Figure 1. Cell sizes after repair (run 1).
Drawn at 2 px/um.
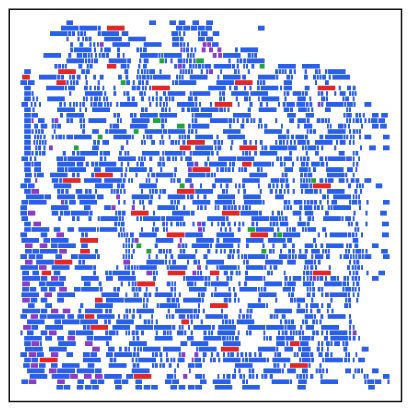
Figure 2. Wires at chosen ports, followed through buffers (run 1).
Drawn at 1.5 px/um.
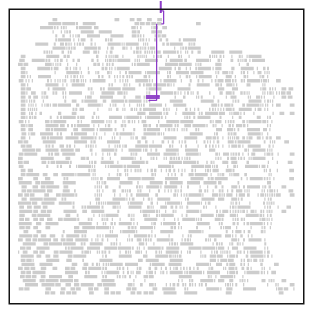
Figure 3. Placement view (run 1).
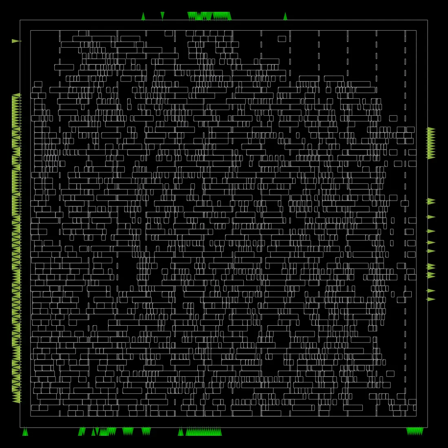
File: src/rtl/jedro_1_sig_pkg.sv
// Shared types and helpers for the jedro_1 signature monitor.
package jedro_1_sig_pkg;

    // Controller states: arm, watch the core, then walk the signature region.
    typedef enum logic [2:0] {
        ST_IDLE,
        ST_RUN,
        ST_FETCH,
        ST_WAIT,
        ST_EMIT,
        ST_DONE
    } sig_state_e;

    localparam int BYTE_BITS = 8;

    // Number of byte lanes on a bus of the given width.
    function automatic int byte_lanes(input int data_width);
        return data_width / BYTE_BITS;
    endfunction

    // Clears the byte-offset bits of an address (lane count is a power of two).
    function automatic logic [63:0] align_down(input logic [63:0] addr, input int lanes);
        return addr & ~(64'(lanes) - 64'd1);
    endfunction

endpackage

File: src/rtl/jedro_1_sig_mailbox.sv
// One snooped mailbox word: byte-enable write merge on a matching committed write.
module jedro_1_sig_mailbox
    import jedro_1_sig_pkg::*;
#(
    parameter int DATA_WIDTH = 32,
    parameter int ADDR_WIDTH = 32,
    parameter logic [ADDR_WIDTH-1:0] MATCH_ADDR = '0
) (
    input  logic                    clk,
    input  logic                    rst,
    input  logic                    clear,
    input  logic                    enable,
    input  logic                    stb,
    input  logic                    ack,
    input  logic [DATA_WIDTH/8-1:0] we,
    input  logic [ADDR_WIDTH-1:0]   addr,
    input  logic [DATA_WIDTH-1:0]   wdata,
    output logic [DATA_WIDTH-1:0]   value_next
);

    localparam int LANES = byte_lanes(DATA_WIDTH);
    localparam logic [ADDR_WIDTH-1:0] MATCH_ALIGNED =
        ADDR_WIDTH'(align_down(64'(MATCH_ADDR), LANES));

    logic [DATA_WIDTH-1:0] value;
    logic [ADDR_WIDTH-1:0] addr_aligned;
    logic                  hit;

    assign addr_aligned = ADDR_WIDTH'(align_down(64'(addr), LANES));
    assign hit = enable & stb & ack & (|we) & (addr_aligned == MATCH_ALIGNED);

    // Value the mailbox will hold after this cycle, so same-cycle users see the merge.
    always_comb begin
        value_next = value;
        if (hit) begin
            for (int i = 0; i < LANES; i++) begin
                if (we[i]) begin
                    value_next[BYTE_BITS*i +: BYTE_BITS] = wdata[BYTE_BITS*i +: BYTE_BITS];
                end
            end
        end
    end

    // Mailbox register, wiped whenever the monitor is re-armed.
    always_ff @(posedge clk or posedge rst) begin
        if (rst) begin
            value <= '0;
        end else if (clear) begin
            value <= '0;
        end else begin
            value <= value_next;
        end
    end

endmodule

File: src/rtl/jedro_1_sig_monitor.sv
// Compliance-test harness controller: snoops mailbox writes, runs a watchdog,
// then streams the signature region read through a dedicated memory port.
module jedro_1_sig_monitor
    import jedro_1_sig_pkg::*;
#(
    parameter int DATA_WIDTH = 32,
    parameter int ADDR_WIDTH = 32,
    parameter logic [ADDR_WIDTH-1:0] SIG_BEGIN_ADDR = 32'h001F_FFFC,
    parameter logic [ADDR_WIDTH-1:0] SIG_END_ADDR   = 32'h001F_FFF8,
    parameter logic [ADDR_WIDTH-1:0] HALT_ADDR      = 32'h001F_FFF4,
    parameter int unsigned TIMEOUT = 1000000,
    parameter int CNT_WIDTH = 32
) (
    input  logic                    clk_i,
    input  logic                    rst_i,
    input  logic                    start_i,
    input  logic                    snoop_stb_i,
    input  logic                    snoop_ack_i,
    input  logic [DATA_WIDTH/8-1:0] snoop_we_i,
    input  logic [ADDR_WIDTH-1:0]   snoop_addr_i,
    input  logic [DATA_WIDTH-1:0]   snoop_wdata_i,
    output logic                    mem_req_o,
    output logic [ADDR_WIDTH-1:0]   mem_addr_o,
    input  logic [DATA_WIDTH-1:0]   mem_rdata_i,
    input  logic                    mem_rvalid_i,
    output logic                    sig_valid_o,
    output logic [DATA_WIDTH-1:0]   sig_data_o,
    output logic                    sig_last_o,
    input  logic                    sig_ready_i,
    output logic                    busy_o,
    output logic                    done_o,
    output logic                    timeout_o,
    output logic [DATA_WIDTH-1:0]   halt_code_o
);

    localparam int LANES = byte_lanes(DATA_WIDTH);
    localparam logic [CNT_WIDTH-1:0] TIMEOUT_LAST =
        CNT_WIDTH'((TIMEOUT == 0) ? 0 : TIMEOUT - 1);

    sig_state_e state, state_next;

    logic [ADDR_WIDTH-1:0] ptr;
    logic [ADDR_WIDTH-1:0] end_addr;
    logic [ADDR_WIDTH:0]   ptr_plus;
    logic [DATA_WIDTH-1:0] data_q;
    logic [DATA_WIDTH-1:0] halt_q;
    logic [DATA_WIDTH-1:0] begin_next;
    logic [DATA_WIDTH-1:0] end_next;
    logic [DATA_WIDTH-1:0] halt_next;
    logic [CNT_WIDTH-1:0]  counter;
    logic                  timeout_q;
    logic                  start_ok;
    logic                  run;
    logic                  halt;
    logic                  expire;
    logic                  last_word;

    assign start_ok = start_i & ((state == ST_IDLE) | (state == ST_DONE));
    assign run      = (state == ST_RUN);

    // The halt mailbox is cleared on arm and any nonzero merge leaves RUN at once,
    // so during RUN its next value is nonzero exactly on a halting write.
    assign halt   = run & (halt_next != '0);
    assign expire = run & (TIMEOUT != 0) & (counter == TIMEOUT_LAST) & ~halt;

    // The extra carry bit marks an address wrap, which always ends the dump.
    assign ptr_plus  = {1'b0, ptr} + (ADDR_WIDTH + 1)'(LANES);
    assign last_word = ptr_plus[ADDR_WIDTH] | (ptr_plus[ADDR_WIDTH-1:0] >= end_addr);

    assign sig_data_o  = data_q;
    assign timeout_o   = timeout_q;
    assign halt_code_o = halt_q;

    jedro_1_sig_mailbox #(
        .DATA_WIDTH (DATA_WIDTH),
        .ADDR_WIDTH (ADDR_WIDTH),
        .MATCH_ADDR (SIG_BEGIN_ADDR)
    ) u_begin_mb (
        .clk        (clk_i),
        .rst        (rst_i),
        .clear      (start_ok),
        .enable     (run),
        .stb        (snoop_stb_i),
        .ack        (snoop_ack_i),
        .we         (snoop_we_i),
        .addr       (snoop_addr_i),
        .wdata      (snoop_wdata_i),
        .value_next (begin_next)
    );

    jedro_1_sig_mailbox #(
        .DATA_WIDTH (DATA_WIDTH),
        .ADDR_WIDTH (ADDR_WIDTH),
        .MATCH_ADDR (SIG_END_ADDR)
    ) u_end_mb (
        .clk        (clk_i),
        .rst        (rst_i),
        .clear      (start_ok),
        .enable     (run),
        .stb        (snoop_stb_i),
        .ack        (snoop_ack_i),
        .we         (snoop_we_i),
        .addr       (snoop_addr_i),
        .wdata      (snoop_wdata_i),
        .value_next (end_next)
    );

    jedro_1_sig_mailbox #(
        .DATA_WIDTH (DATA_WIDTH),
        .ADDR_WIDTH (ADDR_WIDTH),
        .MATCH_ADDR (HALT_ADDR)
    ) u_halt_mb (
        .clk        (clk_i),
        .rst        (rst_i),
        .clear      (start_ok),
        .enable     (run),
        .stb        (snoop_stb_i),
        .ack        (snoop_ack_i),
        .we         (snoop_we_i),
        .addr       (snoop_addr_i),
        .wdata      (snoop_wdata_i),
        .value_next (halt_next)
    );

    // State register.
    always_ff @(posedge clk_i or posedge rst_i) begin
        if (rst_i) begin
            state <= ST_IDLE;
        end else begin
            state <= state_next;
        end
    end

    // Next-state decode and the state-derived outputs.
    always_comb begin
        state_next  = state;
        mem_req_o   = 1'b0;
        mem_addr_o  = '0;
        sig_valid_o = 1'b0;
        sig_last_o  = 1'b0;
        busy_o      = (state != ST_IDLE) && (state != ST_DONE);
        done_o      = (state == ST_DONE);
        case (state)
            ST_IDLE: begin
                if (start_i) state_next = ST_RUN;
            end
            ST_RUN: begin
                if (halt || expire) state_next = ST_FETCH;
            end
            ST_FETCH: begin
                if (ptr >= end_addr) begin
                    state_next = ST_DONE;
                end else begin
                    mem_req_o  = 1'b1;
                    mem_addr_o = ptr;
                    state_next = ST_WAIT;
                end
            end
            ST_WAIT: begin
                if (mem_rvalid_i) state_next = ST_EMIT;
            end
            ST_EMIT: begin
                sig_valid_o = 1'b1;
                sig_last_o  = last_word;
                if (sig_ready_i) state_next = last_word ? ST_DONE : ST_FETCH;
            end
            ST_DONE: begin
                if (start_i) state_next = ST_RUN;
            end
            default: state_next = ST_IDLE;
        endcase
    end

    // Watchdog, status latches, dump pointer and the captured read word.
    always_ff @(posedge clk_i or posedge rst_i) begin
        if (rst_i) begin
            ptr       <= '0;
            end_addr  <= '0;
            data_q    <= '0;
            halt_q    <= '0;
            counter   <= '0;
            timeout_q <= 1'b0;
        end else begin
            if (start_ok) begin
                counter   <= '0;
                timeout_q <= 1'b0;
                halt_q    <= '0;
            end
            if (run) begin
                counter <= counter + 1'b1;
                if (halt) halt_q <= halt_next;
                if (expire) timeout_q <= 1'b1;
                if (halt || expire) begin
                    ptr      <= ADDR_WIDTH'(align_down(64'(begin_next), LANES));
                    end_addr <= ADDR_WIDTH'(align_down(64'(end_next), LANES));
                end
            end
            if ((state == ST_WAIT) && mem_rvalid_i) data_q <= mem_rdata_i;
            if ((state == ST_EMIT) && sig_ready_i) ptr <= ptr_plus[ADDR_WIDTH-1:0];
        end
    end

endmodule
File: config.mk
export PLATFORM = sky130hd
export DESIGN_NAME = jedro_1_sig_monitor
export DESIGN_NICKNAME = d
export VERILOG_FILES = /design/src/rtl/jedro_1_sig_pkg.sv /design/src/rtl/jedro_1_sig_mailbox.sv /design/src/rtl/jedro_1_sig_monitor.sv
export SDC_FILE = /design/constraint.sdc
export NUM_CORES = 1
export LEC_CHECK = 0
export ABC_AREA = 1
export CAP_MARGIN = 25
export CORE_MARGIN = 5
export CORE_UTILIZATION = 41
export CTS_CLUSTER_DIAMETER = 100
export DETAILED_ROUTE_END_ITERATION = 16
export PLACE_DENSITY_LB_ADDON = 0.1
export SKIP_LAST_GASP = 1
export SLEW_MARGIN = 25
export SYNTH_ARGS = -nofsm -noshare
export SYNTH_HDL_FRONTEND = slang
export SYNTH_SLANG_ARGS = --single-unit
File: constraint.sdc
create_clock -name clk_i -period 9.65 [get_ports clk_i]
set_clock_uncertainty 0.15 [all_clocks]
set_input_delay 1.93 -clock clk_i [delete_from_list [all_inputs] [get_ports clk_i]]
set_output_delay 1.93 -clock clk_i [all_outputs]
set_load 0.01 [all_outputs]
==> run notes, run 1 <==
Physical design

In this run the worst hold path is classified as register to register. The number of clock buffers added by TritonCTS is 28. The total number of yosys warnings stands at 0. The post-CTS resize count stands at 0.

The worst register-to-register path begins at state[2]. The internal reg-to-reg setup slack stands at 4.60 ns. The area of the mapped netlist stands at 14090 um^2.

The die span in x stands at 195.4 um. The die boundary height stands at 195.4 um. The floorplan step records an initial core utilization of 41.21%. The post-placement cell area is 16440 um^2. The layout summary lists the proportion of cells stronger than drive strength 1 as 6.281%. After detailed routing, the average wire length per cell comes to 16.57 um. The routed via count stands at 12652. The critical path's slowest stage uses the library cell sky130_fd_sc_hd__nor3_1.

The period utilization stands at 77.78%. The final hold violation count recorded for this run is 0. In this run the mean area of a mapped cell was 7.744 um^2. The total routing resource utilization after global routing stands at 21.09%. The number of endpoints failing setup at the final stage stands at 0. The most common logic cells in the final layout are 372 x sky130_fd_sc_hd__nand2_1, 252 x sky130_fd_sc_hd__dfrtp_1, 223 x sky130_fd_sc_hd__inv_1.

The clock period could shrink to 7.506 ns. The clock slew at the register clock pins of the worst setup and hold paths stands at 0.06 ns. The proportion of netlist area held by the largest area contributor stands at 44.74%.

The number of cells in the yosys synthesis report stands at 1820. Per the synth stats, the proportion of register bits with asynchronous set or reset is 100.0%. Of all cell types, the one taking the most synthesized area is sky130_fd_sc_hd__dfrtp_1.

Once iteration 0 of detailed routing completed, the report listed 756 DRC markers. The max-capacitance violation count stands at 0. The actual transition at the worst max-transition pin stands at 1.029 ns. The run finished with clean final reports. For the worst-skew pair, the clock arrives at the later sink with an insertion delay of 0.56 ns.

The upper clock frequency limit stands at 133.2 MHz. The final design area excluding fillers stands at 17360 um^2. The total number of nets in the final design stands at 2154. The number of global-route vias before repair stands at 12405. For reference, the top cells by area after synthesis are sky130_fd_sc_hd__dfrtp_1 45%, sky130_fd_sc_hd__nand2_1 9.9%, sky130_fd_sc_hd__inv_1 6.0%.

The remaining antenna violation count after routing stands at 0. Per the post-run analysis, buffers plus inverters along the critical path come to 5. During placement, the flow inserted port buffers numbering 204. The number of synthesized register bits stands at 252.

The critical path runs through a total of 19 cells. STA classifies the critical path startpoint as a register. The final layout report lists a filler cell count of 3301. In this run, distinct cell masters in the synthesized netlist total 41. The report gives the cell count of the worst hold path as 1.
-- Figure 1 (at the start) --
[blue] x1 and smaller | cells: 1880 | share: 94%
[purple] x2 | cells: 70 | share: 3.5%
[red] x6 and larger | cells: 40 | share: 2.0%
[green] x3 and x4 | cells: 16 | share: 0.80%

-- Figure 2 (at the start) --
[purple] `timeout_o` | direction: output | edge: north | end cells: 1 | buffers: 1 | wire: 70.5 um

-- Figure 3 (at the start) --
non-filler cells in the finished layout: 2463
flip-flop and latch share of the layout cell area: 36.33%
Placement Rows: 68
placeable core area: 34200 um^2

==> run 1: where the power goes <==
group | internal (uW) | switching (uW) | total [uW]
clock network | 596 | 444 | 1040
logic | 267 | 344 | 611
registers | 1140 | 50.4 | 1190
total | 2000 | 838 | 2840
==> run 1: sequential cells by signal, indices dropped and copies added, names as in the netlist <==
register          cells
counter              32
halt_code_o          32
sig_data_o           32
u_halt_mb.value      32
end_addr             30
ptr                  30
u_begin_mb.value     30
u_end_mb.value       30
state                 3
timeout_o             1
==> run 1: worst min path at each step <==
| stage | from | to | slack (ns) |
|---|---|---|---|
| floorplan | counter[22] | counter[22] | 0.29 |
| global route | counter[22] | counter[22] | 0.34 |
| global placement | counter[22] | counter[22] | 0.31 |
| detailed placement | counter[22] | counter[22] | 0.32 |
| CTS | counter[22] | counter[22] | 0.32 |
| finish | counter[22] | counter[22] | 0.32 |
==> run 1: through the flow <==
stage          setup WS (ns)  std cells  power (uW)  util, %  hold WS [ns]
2_1_floorplan         0.6417       1821        1525        -        0.2902
3_3_place_gp           2.132       2410        1818    48.08        0.3077
3_5_place_dp           2.032       2410        1825    48.08        0.3152
4_1_cts                2.066       2461        2878    50.69        0.3234
5_1_grt                1.764       2463        2987    50.75        0.3439
6_report               2.144       2463        2840    50.75        0.3191
==> run 1: cells by family (layout without fill, tap and decap cells) <==
kind of cell             after synthesis  in the layout  share of synthesized area, %
AND-OR/OR-AND                        319            319                         11.91
XOR/XNOR                              23             23                         1.429
adder cells (fa/ha/maj)               62             62                         5.504
buffers and inverters                312            497                         8.771
flip-flops                           252            252                         44.74
multiplexers                          36             36                         2.841
other                                  1              4                       0.02661
AND/OR/NAND/NOR                      815            815                         24.78
==> run 1: metal layers <==
metal  track usage [%]  part of all wire (%)  vias up
li1                  -                     -     6310
met1             29.82                    46     5926
met2             32.88                    44      365
met3             5.262                   7.5       51
met4             4.810                   2.0        0
met5                 0                     0        -
==> run 1: synth_stat cells (32+ instances only) <==
library cell	count
sky130_fd_sc_hd__a21oi_1	59
sky130_fd_sc_hd__nand3_1	73
sky130_fd_sc_hd__inv_1	225
sky130_fd_sc_hd__nand4_1	74
sky130_fd_sc_hd__ha_1	62
sky130_fd_sc_hd__nor3_1	32
sky130_fd_sc_hd__o21ai_1	48
sky130_fd_sc_hd__o22ai_1	33
sky130_fd_sc_hd__nand2_1	373
sky130_fd_sc_hd__dfrtp_1	252
sky130_fd_sc_hd__o21ai_0	164
sky130_fd_sc_hd__mux2_2	32
sky130_fd_sc_hd__nor2_1	220
sky130_fd_sc_hd__clkbuf_1	48
==> run 1: final cells by class <==
| class | count | area share, % |
|---|---|---|
| multi-input combinational | 1257 | 37.88 |
| sequential | 252 | 36.33 |
| tap | 455 | 3.280 |
| clock inverter | 8 | 0.3243 |
| inverter | 230 | 5.017 |
| clock buffer | 43 | 4.822 |
| antenna | 2 | 0.02883 |
| timing repair buffer | 216 | 12.33 |
Figure 4. Ports around the boundary (run 1).
Drawn at 2 px/um. Pins as bars across the die edge, other pins in gray.
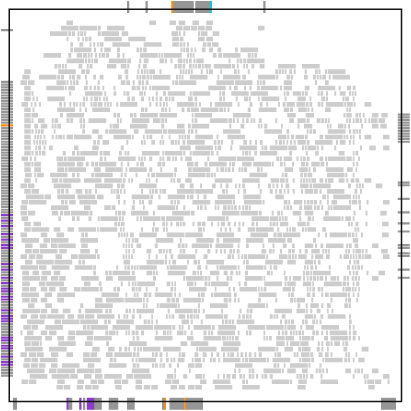

==> inputs of run 2 (changes only) <==
- clock period: 9.65 -> 6.2 ns (I/O delays scaled with it)
Figure 5. Ports around the boundary (run 2).
Drawn at 2 px/um. Pins as bars across the die edge, other pins in gray.
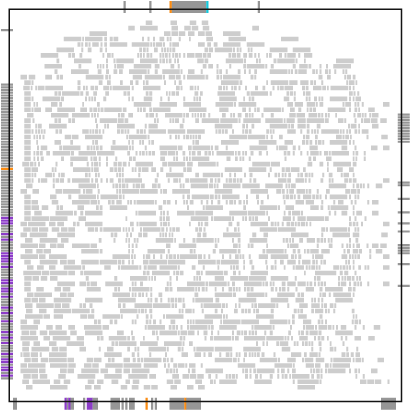
[orange] `snoop_we_i` | pins: 4 | direction: input | edge: 2 south, 1 west, 1 north
[cyan] `timeout_o` | pins: 1 | direction: output | edge: north
[purple] `mem_rdata_i` | pins: 32 | direction: input | edge: 27 west, 5 south

==> run 2 against run 1 <==
Effect of this change: first-iteration DRC count decreased by 0.13%; flip-flop count unchanged; power increased by 62%; critical path depth increased by 3; register-to-register slack got worse by 2.4 ns; non-clock buffer count increased by 13; highest routed layer is now met5.
==> run notes, run 2 <==
Physical design

The worst setup path is launched from a register. The core outline area stands at 34200 um^2. In this run switching power makes up 28.55% of total power. Sorting the synthesized cells by area gives the leading types as sky130_fd_sc_hd__dfrtp_1 45%, sky130_fd_sc_hd__nand2_1 9.9%, sky130_fd_sc_hd__inv_1 6.0%. The total number of yosys warnings stands at 0.

The final design area excluding fillers stands at 17610 um^2. TritonRoute output was used to compute an average wire per cell of 16.52 um. On the worst setup and hold paths after CTS, the clock-pin slew comes to 0.06 ns.

Before placement the cells fill 41.21% of the core. Among all cell types in the netlist, the one instantiated most often is sky130_fd_sc_hd__nand2_1. Ranked by instance count, the synthesized netlist is headed by 373 x sky130_fd_sc_hd__nand2_1, 252 x sky130_fd_sc_hd__dfrtp_1, 225 x sky130_fd_sc_hd__inv_1.

Endpoints with negative setup slack in the final report add up to 0. The routed via count stands at 12722. In the post-route analysis, the smallest setup slack over all paths is 0.2923 ns. The proportion of netlist area held by the largest area contributor stands at 44.74%. The internal power summed over all cells stands at 3290 uW. In this run the core area contains 68 standard-cell rows. The cell depth of the worst min-delay path stands at 1.

Of the total power, registers draw 40.2%. Hold-check failures listed in the final report amount to 0. The area of the mapped netlist stands at 14090 um^2. The pre-CTS setup check shows a worst slack of 0.5060 ns. The number of global-route vias before repair stands at 12485. The most critical min-delay path falls under register to register. The clock network burns 38.8% of the power. The total number of nets in the final design stands at 2168. Including well taps, the total number of placed cells is 2419. The DRC violation total after the first TritonRoute iteration stands at 755. Per the run summary, max-cap violations total 0. A synthesized cell averages 7.744 um^2. The final timing report derives a shortest allowable period of 5.908 ns.

Nets still carrying antenna violations after routing amount to 0. The flow ran to the end, and the final reports show no timing, DRC or antenna violations. The post-placement cell area is 16530 um^2.

In the layout the commonest cells are 372 x sky130_fd_sc_hd__nand2_1, 252 x sky130_fd_sc_hd__dfrtp_1, 222 x sky130_fd_sc_hd__inv_1. The later pin in the worst-skew pair is clocked with a latency of 0.55 ns. The number of buffers created by CTS stands at 29. Per the OpenROAD power report, switching power amounts to 1314 uW. The die boundary height stands at 195.4 um.

The transition time recorded at the tightest slew-check pin is 0.9858 ns. The slowest stage of the critical path belongs to the cell sky130_fd_sc_hd__clkdlybuf4s50_1. Summed over all instances, the cell type with the most area after synthesis is sky130_fd_sc_hd__dfrtp_1.

The number of antenna cells inserted stands at 0. The number of unique standard cell types used by synthesis stands at 41. The upper clock frequency limit stands at 169.3 MHz.

The layout summary lists the proportion of cells stronger than drive strength 1 as 7.422%. The final layout report lists a filler cell count of 3304. The period utilization stands at 95.29%.

The number of buffers and inverters on the critical path stands at 5.
==> run 2: cell counts after synthesis <==
No cell type changed its count.
==> run 2: timing repair <==
action                                  4_1_cts  5_1_grt
resized                                       1        6
pin swaps                                     0        4
endpoints found under the setup margin        1        1
setup buffers                                 0        3
hold endpoints to repair                      0        0
==> run 2: logic make-up (layout without fill, tap and decap cells) <==
family                   count (synthesis)  after routing  synth area share [%]
AND-OR/OR-AND                          319            319                 11.91
XOR/XNOR                                23             23                 1.429
adder cells (fa/ha/maj)                 62             62                 5.504
buffers and inverters                  312            512                 8.771
flip-flops                             252            252                 44.74
multiplexers                            36             36                 2.841
other                                    1              2               0.02661
AND/OR/NAND/NOR                        815            815                 24.78
==> run 2: path summary, 6_finish.rpt <==
path                            slack, ns                   end   startpoint
worst max-delay path                 0.29            sig_last_o       ptr[2]
min in group asynchronous            0.93         sig_data_o[5]        rst_i
max in group asynchronous            3.92  u_begin_mb.value[27]        rst_i
worst min-delay path                 0.32           counter[22]  counter[22]
worst min register to register       0.32           counter[22]  counter[22]
worst max register to register       2.23               ptr[24]     state[2]
==> run 2: layout make-up <==
class / count / share of cell area [%]
inverter: 230 / 4.930
clock inverter: 10 / 0.7672
tap: 455 / 3.232
clock buffer: 43 / 4.930
sequential: 252 / 35.80
timing repair buffer: 229 / 12.91
multi-input combinational: 1257 / 37.42
==> run 2: per-stage QoR <==
stage / hold slack, ns / util, %
4_1_cts: 0.3237 / 51.29
2_1_floorplan: 0.2902 / -
3_5_place_dp: 0.3162 / 48.34
6_report: 0.3227 / 51.50
3_3_place_gp: 0.3063 / 48.34
5_1_grt: 0.3512 / 51.50
==> run 2: power groups by stage <==
stage	clock network, uW	registers (uW)	logic (uW)
final	1790	1850	964
after global routing	1900	1870	1060
after CTS	1830	1850	970
after detailed placement	0	1880	966
after global placement	0	1870	958
after floorplan	0	1920	454
==> run 2: metal layers <==
layer / vias up / part of all wire (%) / GRT usage (%)
met2: 362 / 45 / 33.65
met4: 2 / 2.1 / 4.681
met3: 56 / 6.7 / 4.693
li1: 6356 / - / -
met5: - / 0.037 / 0
met1: 5946 / 46 / 29.24
==> inputs of run 3 (changes only) <==
- GPL_TIMING_DRIVEN: default -> 1
Figure 6. Placement view (run 3).
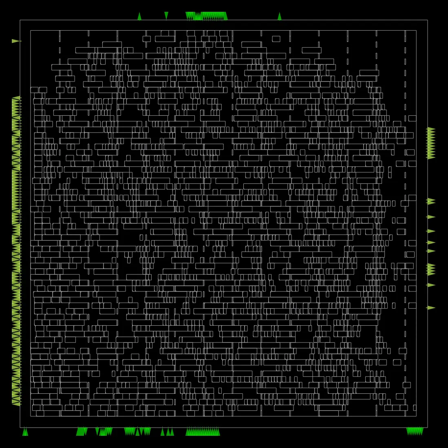
Seq Cell Count: 252
filler instances: 3304
well-tap cell count: 455
flip-flop and latch share of the layout cell area: 35.80%

==> run 3 against run 2 <==
Effect of this change: combinational power hardly changed; flip-flop count stayed put; worst setup slack unchanged; wire length unchanged; final cell count unchanged; non-clock buffer count unchanged; global-route usage unchanged; first-iteration DRC count stayed put; synthesized cell count unchanged; critical path type unchanged; critical endpoint unchanged; largest cell class unchanged.
==> run notes, run 3 <==
Physical design

sky130_fd_sc_hd__nand2_1 is the most common cell in the netlist. The actual transition at the worst max-transition pin stands at 0.9858 ns. The proportion of synthesized flip-flops having asynchronous set or reset stands at 100.0%. The number of unique standard cell types used by synthesis stands at 41. The floorplan has 68 rows.

The Yosys step of the flow raised 0 warnings. The setup slack at placement stands at 0.5060 ns. The floorplan step records an initial core utilization of 41.21%.

The setup check on the worst reg-to-reg path leaves a slack of 2.23 ns. The smallest setup slack after layout stands at 0.2923 ns. The total routing resource utilization after global routing stands at 20.98%. The startpoint identified for the worst hold timing path is counter[22]. The number of buffers created by CTS stands at 29. The number of port buffers stands at 204. The flow ran to the end, and the final reports show no timing, DRC or antenna violations. In the hold report, the worst path ends at counter[22]. The number of global-route vias before repair came to 12485. Looking at the worst setup and hold paths, the clock pins of their registers show a slew of 0.06 ns. The core utilization of the finished layout stands at 51.50%.

Checking hold timing, the worst path is listed with class register to register. The number of cells in the yosys synthesis report stands at 1820. At the end of the flow, the number of nets in the layout was 2168. Summing over every cut layer, the via total after detailed routing is 12722. The die boundary height stands at 195.4 um. The cell area reported after detailed placement stands at 16530 um^2. In this run the cell area of the synthesized design comes to 14090 um^2.

The launch point of the worst register-to-register path is recorded as state[2].
==> run 3: critical path: stages (launching register included) <==
cell	delay [ns]
sky130_fd_sc_hd__dfrtp_1	0.40
sky130_fd_sc_hd__ha_2	0.24
sky130_fd_sc_hd__nand4_1	0.18
sky130_fd_sc_hd__nor2_2	0.20
sky130_fd_sc_hd__nand4_1	0.23
sky130_fd_sc_hd__nor2_2	0.19
sky130_fd_sc_hd__nand2_1	0.13
sky130_fd_sc_hd__nor2_2	0.17
sky130_fd_sc_hd__nand4_1	0.10
sky130_fd_sc_hd__nand2_1	0.08
sky130_fd_sc_hd__inv_1	0.07
sky130_fd_sc_hd__ha_1	0.28
sky130_fd_sc_hd__nand2_1	0.07
sky130_fd_sc_hd__inv_1	0.06
sky130_fd_sc_hd__nand3_1	0.10
sky130_fd_sc_hd__nor3_2	0.22
sky130_fd_sc_hd__nand4_1	0.15
sky130_fd_sc_hd__a21o_1	0.18
sky130_fd_sc_hd__nand4_1	0.08
sky130_fd_sc_hd__buf_4	0.15
sky130_fd_sc_hd__nand2_1	0.09
sky130_fd_sc_hd__inv_1	0.06
sky130_fd_sc_hd__clkdlybuf4s50_1	0.53
==> run 3: area by class of cell <==
| class | count | area, um^2 |
|---|---|---|
| timing repair buffer | 229 | 2275 |
| sequential | 252 | 6306 |
| clock inverter | 10 | 135.1 |
| tap | 455 | 569.3 |
| inverter | 230 | 868.3 |
| fill | 3304 | 16590 |
| clock buffer | 43 | 868.3 |
| multi-input combinational | 1257 | 6591 |
==> run 3: cell families after synthesis <==
family                     share of synthesized area (%)
xor gates and xnor gates                           1.429
other                                            0.02661
muxes                                              2.841
buffers and inverters                              8.771
adders and majority gates                          5.504
and+or+nand+nor                                    24.78
DFF                                                44.74
AOI/OAI and AO/OA                                  11.91
==> run 3: worst max path at each step <==
stage          startpoint    endpoint  slack, ns  cells after the start
2_1_floorplan       rst_i  counter[0]       1.49                      1
3_3_place_gp       ptr[3]  sig_last_o       0.61                     21
3_5_place_dp       ptr[2]  sig_last_o       0.51                     21
4_1_cts            ptr[2]  sig_last_o       0.01                     21
5_1_grt            ptr[3]  sig_last_o      -0.01                     22
6_report           ptr[2]  sig_last_o       0.29                     22
==> run 3: repair_timing <==
| item | CTS | global route |
|---|---|---|
| setup buffers | 0 | 3 |
| hold endpoints to repair | 0 | 0 |
| hold buffers | 0 | 0 |
| resized | 1 | 6 |
| pin swaps | 0 | 4 |
| endpoints found under the setup margin | 1 | 1 |
==> run 3: layer usage <==
| layer | vias up | global-route usage, % | wire length [um] |
|---|---|---|---|
| met5 | - | 0 | 15 |
| met4 | 2 | 4.681 | 876 |
| met3 | 56 | 4.693 | 2752 |
| met2 | 362 | 33.65 | 18290 |
| met1 | 5946 | 29.24 | 18970 |
| li1 | 6356 | - | - |
==> run 3: where the power goes <==
group / total (uW) / internal [uW] / switching, uW
clock network: 1790 / 1090 / 697
logic: 964 / 426 / 538
registers: 1850 / 1770 / 79.5
total: 4600 / 3290 / 1310
No activity file was given, so power comes from the tool's default toggle rates.
